### M1 wires

Supply wires on this layer in gray.
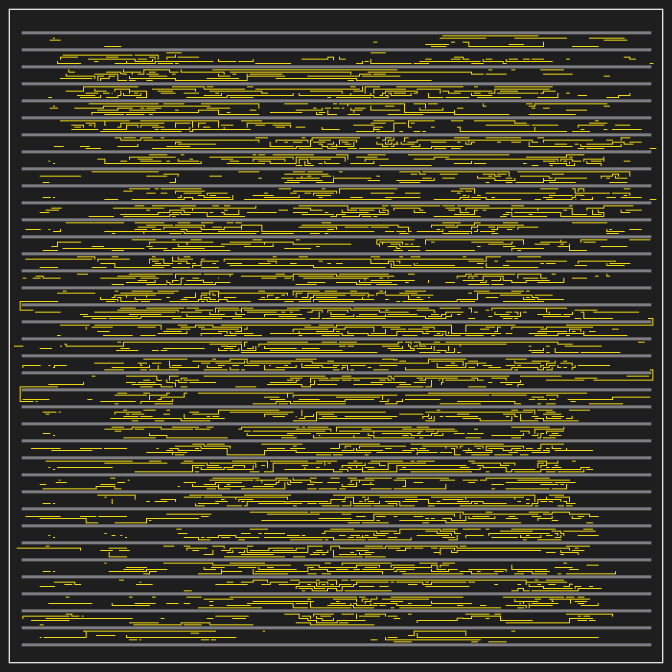
### Signal wires by layer

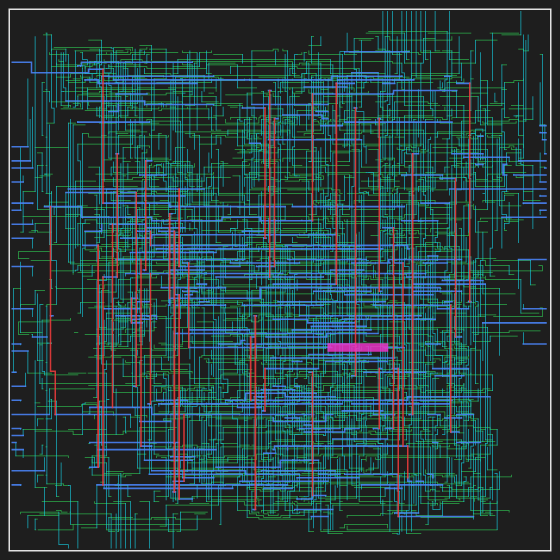
### Placed standard cells

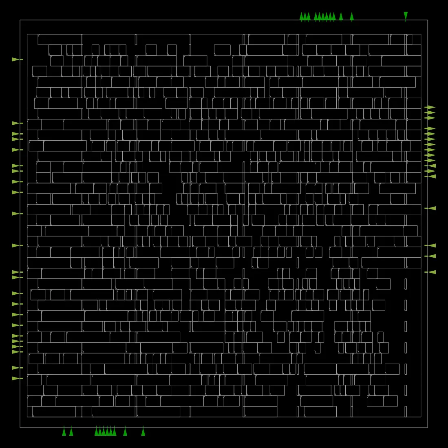
==> src/rtl/alu_pkg.sv <==
// Shared opcode, flag-index and lane constants for the pipelined execute-stage ALU.
package alu_pkg;

    typedef enum logic [3:0] {
        OP_ADD    = 4'h0,
        OP_SUB    = 4'h1,
        OP_XOR    = 4'h2,
        OP_RED    = 4'h3,
        OP_SLL    = 4'h4,
        OP_SRA    = 4'h5,
        OP_ROR    = 4'h6,
        OP_PADDSB = 4'h7,
        OP_LLB    = 4'h8,
        OP_LHB    = 4'h9
    } alu_op_e;

    localparam int FLAG_Z  = 2;
    localparam int FLAG_V  = 1;
    localparam int FLAG_N  = 0;
    localparam int FLAGS_W = 3;

    localparam int LANE_W  = 4;

endpackage

==> src/rtl/alu_lanes.sv <==
// Packed signed saturating adder: WIDTH/LANE_W independent lanes, no carry between lanes.
// Only instantiated by alu_pipe when ALU_PADDSB_EN is defined.
module alu_lanes
    import alu_pkg::*;
#(
    parameter int WIDTH = 16
) (
    input  logic [WIDTH-1:0] a_i,
    input  logic [WIDTH-1:0] b_i,
    output logic [WIDTH-1:0] sum_o
);

    localparam int LANES = WIDTH / LANE_W;

    function automatic logic [LANE_W-1:0] sat_lane(input logic [LANE_W-1:0] x,
                                                   input logic [LANE_W-1:0] y);
        logic signed [LANE_W:0] s;
        s = $signed({x[LANE_W-1], x}) + $signed({y[LANE_W-1], y});
        // Sign bit and guard bit disagree only when the lane overflowed.
        if (s[LANE_W] != s[LANE_W-1]) begin
            return {s[LANE_W], {(LANE_W-1){~s[LANE_W]}}};
        end
        return s[LANE_W-1:0];
    endfunction

    always_comb begin
        sum_o = '0;
        for (int l = 0; l < LANES; l++) begin
            sum_o[l*LANE_W +: LANE_W] = sat_lane(a_i[l*LANE_W +: LANE_W], b_i[l*LANE_W +: LANE_W]);
        end
    end

endmodule

==> src/rtl/alu_pipe.sv <==
// Two-stage execute ALU with valid/ready handshake and retired {Z,V,N} flags.
// Define ALU_PADDSB_EN to enable opcode 7 (packed 4-bit saturating add); otherwise it is illegal.
module alu_pipe
    import alu_pkg::*;
#(
    parameter int WIDTH = 16
) (
    input  logic               clk,
    input  logic               rst_n,
    input  logic               in_valid,
    output logic               in_ready,
    input  logic [3:0]         aluop,
    input  logic [WIDTH-1:0]   aluin1,
    input  logic [WIDTH-1:0]   aluin2,
    output logic               out_valid,
    input  logic               out_ready,
    output logic [WIDTH-1:0]   aluout,
    output logic               err,
    output logic [FLAGS_W-1:0] flags
);

    localparam int SHW = $clog2(WIDTH);

    logic               s1_valid_q, s1_valid_d;
    logic [3:0]         s1_op_q;
    logic [WIDTH-1:0]   s1_a_q;
    logic [WIDTH-1:0]   s1_b_q;

    logic               out_valid_q, out_valid_d;
    logic [WIDTH-1:0]   aluout_q, aluout_d;
    logic               err_q, err_d;
    logic               fupd_q, fupd_d;
    logic [FLAGS_W-1:0] flags_q, flags_d;

    logic               accept, s1_adv, retire;
    logic [SHW-1:0]     sh;

    function automatic logic [WIDTH:0] sat_addsub(input logic signed [WIDTH-1:0] a,
                                                  input logic signed [WIDTH-1:0] b,
                                                  input logic                    sub);
        logic signed [WIDTH:0] s;
        if (sub) begin
            s = $signed({a[WIDTH-1], a}) - $signed({b[WIDTH-1], b});
        end else begin
            s = $signed({a[WIDTH-1], a}) + $signed({b[WIDTH-1], b});
        end
        // Result is {err, value}; the guard bit gives the saturation direction.
        if (s[WIDTH] != s[WIDTH-1]) begin
            return {1'b1, s[WIDTH], {(WIDTH-1){~s[WIDTH]}}};
        end
        return {1'b0, s[WIDTH-1:0]};
    endfunction

    function automatic logic [WIDTH-1:0] byte_sum(input logic [WIDTH-1:0] a,
                                                  input logic [WIDTH-1:0] b);
        logic [WIDTH-1:0] acc;
        acc = '0;
        for (int i = 0; i < WIDTH/8; i++) begin
            acc = acc + WIDTH'(a[i*8 +: 8]) + WIDTH'(b[i*8 +: 8]);
        end
        return acc;
    endfunction

    assign retire   = out_valid_q && out_ready;
    assign s1_adv   = s1_valid_q && (!out_valid_q || out_ready);
    assign in_ready = !s1_valid_q || s1_adv;
    assign accept   = in_valid && in_ready;
    assign sh       = s1_b_q[SHW-1:0];

`ifdef ALU_PADDSB_EN
    logic [WIDTH-1:0] lane_sum;

    alu_lanes #(.WIDTH(WIDTH)) u_lanes (
        .a_i   (s1_a_q),
        .b_i   (s1_b_q),
        .sum_o (lane_sum)
    );
`endif

    // ---- S1 -> S2 boundary: execute ----
    always_comb begin
        aluout_d = '0;
        err_d    = 1'b0;
        fupd_d   = 1'b0;
        case (s1_op_q)
            OP_ADD, OP_SUB: begin
                {err_d, aluout_d} = sat_addsub(s1_a_q, s1_b_q, s1_op_q == OP_SUB);
                fupd_d            = 1'b1;
            end
            OP_XOR: begin
                aluout_d = s1_a_q ^ s1_b_q;
                fupd_d   = 1'b1;
            end
            OP_RED:  aluout_d = byte_sum(s1_a_q, s1_b_q);
            OP_SLL: begin
                aluout_d = s1_a_q << sh;
                fupd_d   = 1'b1;
            end
            OP_SRA: begin
                aluout_d = $unsigned($signed(s1_a_q) >>> sh);
                fupd_d   = 1'b1;
            end
            OP_ROR: begin
                aluout_d = WIDTH'({s1_a_q, s1_a_q} >> sh);
                fupd_d   = 1'b1;
            end
`ifdef ALU_PADDSB_EN
            OP_PADDSB: aluout_d = lane_sum;
`endif
            OP_LLB:  aluout_d = {s1_a_q[WIDTH-1:8], s1_b_q[7:0]};
            OP_LHB:  aluout_d = {s1_b_q[7:0], s1_a_q[WIDTH-9:0]};
            default: err_d    = 1'b1;
        endcase
    end

    always_comb begin
        s1_valid_d = s1_valid_q;
        if (s1_adv) s1_valid_d = 1'b0;
        if (accept) s1_valid_d = 1'b1;

        out_valid_d = out_valid_q;
        if (retire) out_valid_d = 1'b0;
        if (s1_adv) out_valid_d = 1'b1;

        // Flags only move when a flag-setting result actually leaves S2.
        flags_d = flags_q;
        if (retire && fupd_q) begin
            flags_d[FLAG_Z] = (aluout_q == '0);
            flags_d[FLAG_V] = err_q;
            flags_d[FLAG_N] = aluout_q[WIDTH-1];
        end
    end

    // ---- input -> S1 boundary: operand capture ----
    always_ff @(posedge clk) begin
        if (accept) begin
            s1_op_q <= aluop;
            s1_a_q  <= aluin1;
            s1_b_q  <= aluin2;
        end
    end

    // ---- S2 boundary: result register and retired flags ----
    always_ff @(posedge clk or negedge rst_n) begin
        if (!rst_n) begin
            s1_valid_q  <= 1'b0;
            out_valid_q <= 1'b0;
            aluout_q    <= '0;
            err_q       <= 1'b0;
            fupd_q      <= 1'b0;
            flags_q     <= '0;
        end else begin
            s1_valid_q  <= s1_valid_d;
            out_valid_q <= out_valid_d;
            flags_q     <= flags_d;
            if (s1_adv) begin
                aluout_q <= aluout_d;
                err_q    <= err_d;
                fupd_q   <= fupd_d;
            end
        end
    end

    assign out_valid = out_valid_q;
    assign aluout    = aluout_q;
    assign err       = err_q;
    assign flags     = flags_q;

endmodule
==> config.mk <==
export PLATFORM = sky130hd
export DESIGN_NAME = alu_pipe
export DESIGN_NICKNAME = d
export VERILOG_FILES = /design/src/rtl/alu_pkg.sv /design/src/rtl/alu_lanes.sv /design/src/rtl/alu_pipe.sv
export SDC_FILE = /design/constraint.sdc
export NUM_CORES = 1
export LEC_CHECK = 0
export CAP_MARGIN = 20
export CORE_MARGIN = 1.5
export CORE_UTILIZATION = 60
export CTS_BUF_LIST = sky130_fd_sc_hd__clkbuf_8
export DETAILED_ROUTE_END_ITERATION = 8
export PLACE_DENSITY = 0.81
export SLEW_MARGIN = 5
export SYNTH_ARGS = -nofsm -noshare
export SYNTH_HDL_FRONTEND = slang
export SYNTH_SLANG_ARGS = --single-unit
==> constraint.sdc <==
create_clock -name clk -period 8.8 [get_ports clk]
set_input_delay 1.76 -clock clk [delete_from_list [all_inputs] [get_ports clk]]
set_output_delay 1.76 -clock clk [all_outputs]
set_load 0.02 [all_outputs]
==> impl_metrics.csv <==
group,metric,value,unit
run_status,status,"finished clean",
route,drt-met1-wl,7390,µm
synth,adder_share,0.114,
synth,area_leaders,"edfxtp_1 18%, dfrtp_1 9.4%, mux4_2 5.9%",
synth,syn-cell-area,6150,µm²
cells_and_area,nets,782,
synth,yosys.area_share.simple,0.163,
synth,ys.flops,59,
clock_network,clkLatencyLatePin,360,ps
global_route,grt_pass1_wl,30600,µm
worst_setup_path,reg2reg_to,"aluout[5]",
power,pwr-share-seq,0.331,
die,chipArea,10900,µm²
min_path,holdPathStages,1,
final_timing,drv_slew,0,
global_route,met3_usage,0.107,
clock_network,cts_setup_buffers,0,
power,comb_power_share,0.438,
route,route.met2.wl,8780,µm
synth,postSynth.asyncResetShare,0.390,
min_path,hp-start,"fupd_q",
place,pre_cts_ws,3990,ps
worst_setup_path,timing_worst_setup_path_type,"flop to flop",
final_timing,finClkSkew,8.84,ps
min_path,whs_endpoint,"fupd_q",
power,sw_frac_of_total,0.386,
cells_and_area,clkCellAreaFrac,0.0309,
cells_and_area,layout_top_cells,"62 x o21ai_0, 61 x clkdlybuf4s50_1, 56 x nand2_1",
worst_setup_path,start_kind,"flop",
route,drc,0,
worst_setup_path,r2r-start,"s1_b_q[2]",
final_timing,worst_slew_pin_slew,819,ps
die,rows,36,
power,clock_power_share,0.231,
global_route,antenna_found_initial,1,
worst_setup_path,end_kind,"flop",
cells_and_area,logic_area,4220,µm²
clock_network,cts_tree,"done",
place,place_hpwl,14200,µm
final_timing,fmax,0.201,GHz
worst_setup_path,cp.required,9040,ps
global_route,grt_max_degree,47,
cells_and_area,inv_count,12,
synth,top_area_frac,0.176,
synth,ff_type,"edfxtp_1",
clock_network,cts_inserted_buffers,9,
synth,syn-mean-instance-area,9.32,µm²
power,intPower,721,µW
cells_and_area,nonClkBufAreaFrac,0.0987,
final_timing,hold_ws,492,ps
power,pg_clk,271,µW
final_timing,rsz0062_at_grt,"false",
cells_and_area,comb_share,0.604,
clock_network,cts-root-buf,"clkbuf_8",
clock_network,htree_levels,3,
route,routed.top_layer,"met5",
worst_setup_path,worstSetupEndpoint,"aluout[5]",
cells_and_area,areaGrowthSynthToFinish,13.7,%
synth,top_logic_kind,"AND-OR/OR-AND gates",
synth,synth_nets,744,
final_timing,setup_viol,0,
route,vias,5884,
worst_setup_path,ff2ff_setup_slack,3810,ps
power,p_comb,514,µW
final_timing,fin_crit_sh,0.567,
route,wirelength,19500,µm
cells_and_area,antennaDiodeCount,0,
synth,ys_sh_aoi,0.247,
worst_setup_path,crit_cells,15,
global_route,top_usage_layer,"met2",
cells_and_area,layout_top_cell,"o21ai_0",
place,placed_area,6760,µm²
synth,synth.largest_area_cell,"edfxtp_1",
synth,edf_count,36,
final_timing,setup_slack,3810,ps
power,power_leader,"combinational logic",
cells_and_area,n_all_buffers,69,
cells_and_area,clkbuf_count,9,
synth,synthMuxAreaShare,0.117,
worst_setup_path,slowest_stage,"or4_1",
die,num_io_pins,62,
route,detail-route-antenna-nets,0,
min_path,min_path_type,"flop to flop",
synth,synth.most_common_cell,"o21ai_0",
## Picture notes: 'M1 wires'
The wires run mostly horizontal. The longest straight run is 32.2 µm. 718 nets have wire on it. The layer holds 38% of the routed length.

## Picture notes: 'Signal wires by layer'
Key: metal 4 = red [wire length 1070 µm]; metal 1 = green [wire length 7390 µm]; metal 5 = magenta [wire length 10.1 µm]; metal 3 = blue [wire length 2290 µm]; metal 2 = cyan [wire length 8780 µm]

## Picture notes: 'Placed standard cells'
# Taps: 133
non-filler instance count after layout: 836
Core Region: 9860 µm²
Seq/total area: 0.237

Power and IR drop assume default switching activity.
